`src/rtl/rotate_seq_ctrl16.sv`:
```
// ---------------------------------------------------------------------------
// rotate_seq_ctrl16
//
// Sequential left-rotate controller. A request (i_data, i_amt) is accepted
// with a valid/ready handshake; the operand is rotated left by one bit per
// clock until the amount counter reaches zero, then the result is presented
// with a valid/ready handshake and held until the consumer takes it.
// i_abort cancels a running or completed operation and returns to idle
// without a handshake; in idle it only blocks acceptance.
//
// Ports
//   i_clk    in   1      clock, all state changes on the rising edge
//   i_rst_n  in   1      asynchronous active-low reset
//   i_valid  in   1      request present
//   o_ready  out  1      controller can accept a request (idle)
//   i_data   in   WIDTH  operand to rotate
//   i_amt    in   AMT_W  left-rotate amount, 0..WIDTH-1
//   i_abort  in   1      synchronous cancel of the current operation
//   o_valid  out  1      result present
//   i_ready  in   1      consumer accepts the result
//   o_data   out  WIDTH  rotate register (meaningful while o_valid=1)
//   o_busy   out  1      high while rotating
// ---------------------------------------------------------------------------
module rotate_seq_ctrl16 #(
   parameter int WIDTH = 16,
   parameter int AMT_W = 4
) (
   input  logic             i_clk,
   input  logic             i_rst_n,
   input  logic             i_valid,
   output logic             o_ready,
   input  logic [WIDTH-1:0] i_data,
   input  logic [AMT_W-1:0] i_amt,
   input  logic             i_abort,
   output logic             o_valid,
   input  logic             i_ready,
   output logic [WIDTH-1:0] o_data,
   output logic             o_busy
);

   typedef enum logic [1:0] {
      ST_IDLE = 2'd0,
      ST_ROT  = 2'd1,
      ST_DONE = 2'd2
   } state_t;

   localparam logic [AMT_W-1:0] CNT_ZERO = {AMT_W{1'b0}};
   localparam logic [AMT_W-1:0] CNT_ONE  = {{(AMT_W-1){1'b0}}, 1'b1};
   localparam logic [WIDTH-1:0] DATA_ZERO = {WIDTH{1'b0}};

   // Single-step left rotation: the MSB wraps into the LSB, no bits lost.
   function automatic logic [WIDTH-1:0] rotl1(input logic [WIDTH-1:0] v);
      return {v[WIDTH-2:0], v[WIDTH-1]};
   endfunction

   state_t           state_r;
   state_t           state_nxt_s;
   logic [WIDTH-1:0] rot_r;
   logic [WIDTH-1:0] rot_nxt_s;
   logic [AMT_W-1:0] cnt_r;
   logic [AMT_W-1:0] cnt_nxt_s;
   logic             valid_r;
   logic             busy_r;
   logic             ready_r;

   // Next-state, next-register and next-counter decode.
   always_comb begin
      state_nxt_s = state_r;
      rot_nxt_s   = rot_r;
      cnt_nxt_s   = cnt_r;
      case (state_r)
         ST_IDLE: begin
            // Abort in idle has no effect other than blocking acceptance.
            if (i_valid && !i_abort) begin
               rot_nxt_s = i_data;
               cnt_nxt_s = i_amt;
               if (i_amt == CNT_ZERO) begin
                  state_nxt_s = ST_DONE;
               end else begin
                  state_nxt_s = ST_ROT;
               end
            end else begin
               state_nxt_s = ST_IDLE;
            end
         end
         ST_ROT: begin
            if (i_abort) begin
               // Cancel keeps the partially rotated register.
               state_nxt_s = ST_IDLE;
               cnt_nxt_s   = CNT_ZERO;
            end else begin
               rot_nxt_s = rotl1(rot_r);
               cnt_nxt_s = cnt_r - CNT_ONE;
               // The last rotation and the move to DONE share one edge.
               if (cnt_r == CNT_ONE) begin
                  state_nxt_s = ST_DONE;
               end else begin
                  state_nxt_s = ST_ROT;
               end
            end
         end
         ST_DONE: begin
            if (i_abort) begin
               state_nxt_s = ST_IDLE;
               cnt_nxt_s   = CNT_ZERO;
            end else if (i_ready) begin
               // Handshake completes; the next request waits for idle.
               state_nxt_s = ST_IDLE;
            end else begin
               state_nxt_s = ST_DONE;
            end
         end
         default: begin
            // Unreachable encoding: recover to a clean idle.
            state_nxt_s = ST_IDLE;
            cnt_nxt_s   = CNT_ZERO;
         end
      endcase
   end

   // State, datapath and counter registers.
   always_ff @(posedge i_clk or negedge i_rst_n) begin
      if (!i_rst_n) begin
         state_r <= ST_IDLE;
         rot_r   <= DATA_ZERO;
         cnt_r   <= CNT_ZERO;
      end else begin
         state_r <= state_nxt_s;
         rot_r   <= rot_nxt_s;
         cnt_r   <= cnt_nxt_s;
      end
   end

   // Handshake/status flags registered from the next state so they are glitch-free.
   always_ff @(posedge i_clk or negedge i_rst_n) begin
      if (!i_rst_n) begin
         valid_r <= 1'b0;
         busy_r  <= 1'b0;
         ready_r <= 1'b1;
      end else begin
         valid_r <= (state_nxt_s == ST_DONE);
         busy_r  <= (state_nxt_s == ST_ROT);
         ready_r <= (state_nxt_s == ST_IDLE);
      end
   end

   assign o_valid = valid_r;
   assign o_busy  = busy_r;
   assign o_ready = ready_r;
   assign o_data  = rot_r;

endmodule

```
`config.mk`:
```
export PLATFORM = sky130hd
export DESIGN_NAME = rotate_seq_ctrl16
export DESIGN_NICKNAME = d
export VERILOG_FILES = /design/src/rtl/rotate_seq_ctrl16.sv
export SDC_FILE = /design/constraint.sdc
export NUM_CORES = 1
export LEC_CHECK = 0
export CAP_MARGIN = 15
export CORE_MARGIN = 3
export CORE_UTILIZATION = 49
export CTS_BUF_LIST = sky130_fd_sc_hd__clkbuf_16
export DETAILED_ROUTE_END_ITERATION = 12
export PLACE_DENSITY = 0.85
export SETUP_SLACK_MARGIN = 0.4
export SYNTH_ARGS = -nofsm -noshare
export SYNTH_HDL_FRONTEND = slang
export SYNTH_SLANG_ARGS = --single-unit
```
`constraint.sdc`:
```
create_clock -name i_clk -period 2.8 [get_ports i_clk]
set_clock_uncertainty 0.05 [all_clocks]
set_input_delay 0.56 -clock i_clk [delete_from_list [all_inputs] [get_ports i_clk]]
set_output_delay 0.56 -clock i_clk [all_outputs]
set_load 0.005 [all_outputs]
```
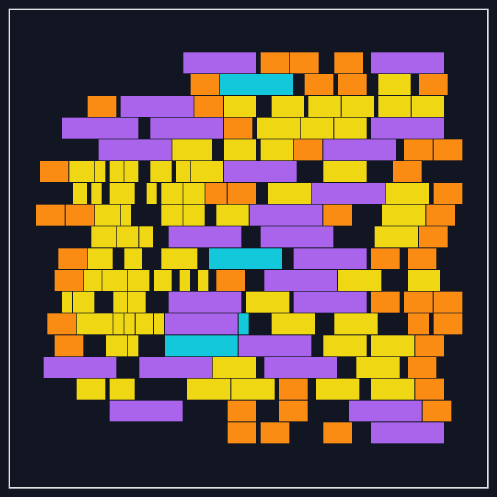
(images/cell_classes.png)
(8 px per um)
Yellow stands for all other logic, cells 74. Cyan stands for clock drivers and dummy loads, cells 4. Purple stands for flip-flops, cells 25. Orange stands for other buffers and delay cells, cells 45.
standard-cell row count: 18
placeable core region: 2610 sq um
Post-Route Utilization: 72.6%
register share of the cell area: 33.0%
final instance area: 1900 sq um

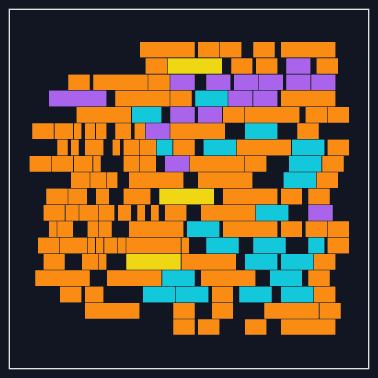
(images/drive_strength.png)
(6 px per um)
Yellow stands for drive 6 and up, cells 3. Purple stands for drive 2, cells 15. Cyan stands for drive 3 to 4, cells 21. Orange stands for drive 1 or less, cells 109.
final worst slack: 0.809 ns
count of plain and timing-repair buffers in the layout: 45

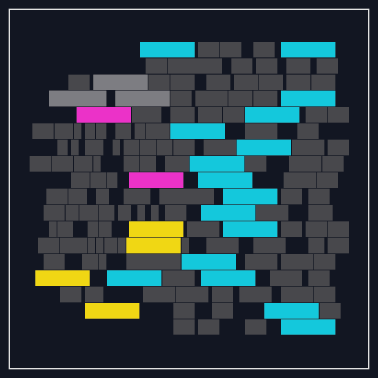
(images/registers.png)
(6 px per um)
Yellow stands for cnt_r, placed flops 4. Cyan stands for o_data, placed flops 16. Magenta stands for state_r, placed flops 2.
total sequential power: 0.574 mW
Seq. cell area: 627 sq um

==> impl_table.tex <==
% Auto-generated results table
\begin{tabular}{lr}
\hline
Metric & Value \\
\hline
\multicolumn{2}{l}{\textbf{Outcome}} \\
\quad Result of the run & completed \\
\multicolumn{2}{l}{\textbf{Cells and area}} \\
\quad Number of nets in the layout & 176 \\
\quad Fraction of layout cells with a size suffix above 1 & between 20\% and 30\% \\
\quad Area added between synthesis and finish & 34.5\% \\
\multicolumn{2}{l}{\textbf{Power and ir drop}} \\
\quad Leak pwr & 0.817 nW \\
\quad Max IR drop VDD & about 0.00056 V \\
\multicolumn{2}{l}{\textbf{GRT}} \\
\quad Global-route congestion overflow total & 0 \\
\quad Total track usage & 19.1\% \\
\multicolumn{2}{l}{\textbf{Final timing}} \\
\quad Number of hold-slack violations in the final timing report & 0 \\
\quad Peak clock frequency supported by timing & 502 MHz \\
\multicolumn{2}{l}{\textbf{Synth}} \\
\quad Warnings from Yosys & 0 \\
\quad Floorplan Nets & between 100 and 150 \\
\multicolumn{2}{l}{\textbf{Worst hold path}} \\
\quad Sink of the worst hold path & cnt\_r[3] \\
\multicolumn{2}{l}{\textbf{Worst setup path}} \\
\quad CP Capture Point & o\_data[0] \\
\quad Critical Path End Type & register \\
\quad Maximum fanout along the worst path & 16 \\
\quad Critical setup path kind & input port to register \\
\multicolumn{2}{l}{\textbf{Detailed routing}} \\
\quad Highest metal layer with signal wires & met4 \\
\quad Total met3 wirelength after detailed routing & 227 um \\
\quad Detail Route Antenna Nets & 0 \\
\quad Total met2 wirelength after detailed routing & 1.52 mm \\
\multicolumn{2}{l}{\textbf{Run}} \\
\quad Maximum Capacitance Violations & 0 \\
\multicolumn{2}{l}{\textbf{Floorplan}} \\
\quad Die Y-Extent & 59.6 um \\
\multicolumn{2}{l}{\textbf{Clock tree}} \\
\quad Clk ins delay skew pair & 0.26 ns \\
\multicolumn{2}{l}{\textbf{Place}} \\
\quad Buffers added on ports & 43 \\
\quad Half-perimeter wire length of the detailed placement result & 2.19 mm \\
\hline
\end{tabular}
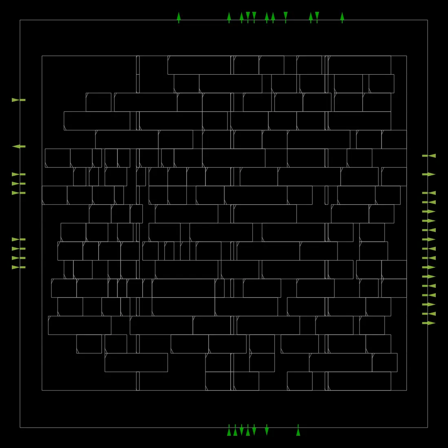
(images/final_placement.png)
non-filler cells in the finished layout: 178
flip-flops: 25
Tap Count: 30
Layout fillers: 195

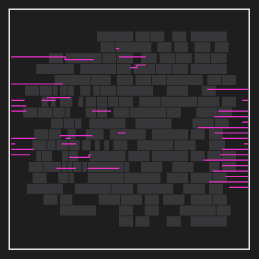
(images/met3.png)
(4 px per um)
The wires run mostly horizontal. 36 nets have wire on it. The layer holds 7.6% of the routed length. The layer carries 227 um of wire.
met3 routing resource usage after global routing: 3.70%
via count: 1017
final routed wirelength across all metal layers: 2.98 mm

## through the flow
stage                     hold WS (ns)  worst slack (ns)  area, sq um  total power [mW]
after floorplan                  0.214              1.02         1410             0.893
after global routing             0.503             0.720         1900              1.56
final                            0.472             0.809         1900              1.47
after CTS                        0.476             0.810         1900              1.48
after detailed placement         0.466             0.550         1820              1.17
after global placement           0.458             0.582         1820              1.14
## cells in the mapped netlist
master	count	area [sq um]
o21a_1	3	22.5
nand3_1	1	5.00
o311ai_0	1	8.76
and2_1	1	6.26
a221oi_1	1	8.76
nor4_1	1	6.26
buf_12	1	20.0
mux2_4	18	270
dfrtp_1	24	601
nor2b_4	1	13.8
dfstp_2	1	26.3
nor4b_1	1	8.76
a32oi_1	3	26.3
a21oi_1	4	20.0
buf_6	2	22.5
buf_2	2	10.0
o21ai_0	1	5.00
mux2i_1	1	10.0
ha_1	2	25.0
mux2_2	14	158
nor2_1	4	15.0
or3_1	1	6.26
a22oi_1	3	22.5
o22ai_1	2	12.5
buf_4	1	7.51
inv_1	7	26.3
nor3b_1	2	15.0
a21boi_0	1	7.51
buf_8	1	15.0
or3b_1	1	8.76
## flip-flops by register name (all words and copies together), names as in the netlist
signal   count
cnt_r        4
o_busy       1
o_data      16
state_r      2
o_ready      1
o_valid      1
## area by class of cell
| class | count | area, sq um |
|---|---|---|
| Timing Repair Buffer | 45 | 445 |
| Clock inverter | 1 | 3.75 |
| Inverter | 7 | 26.3 |
| Clock buffer | 3 | 75.1 |
| Sequential cell | 25 | 627 |
| Tap cell | 30 | 37.5 |
| Fill cell | 195 | 716 |
| Multi-Input combinational cell | 67 | 682 |
## report_power, final
group	total [mW]	switching, mW	internal (mW)
registers	0.574	0.0955	0.478
logic	0.587	0.197	0.390
clock network	0.309	0.118	0.191
total	1.47	0.410	1.06
No activity file was given, so power comes from the tool's default toggle rates.
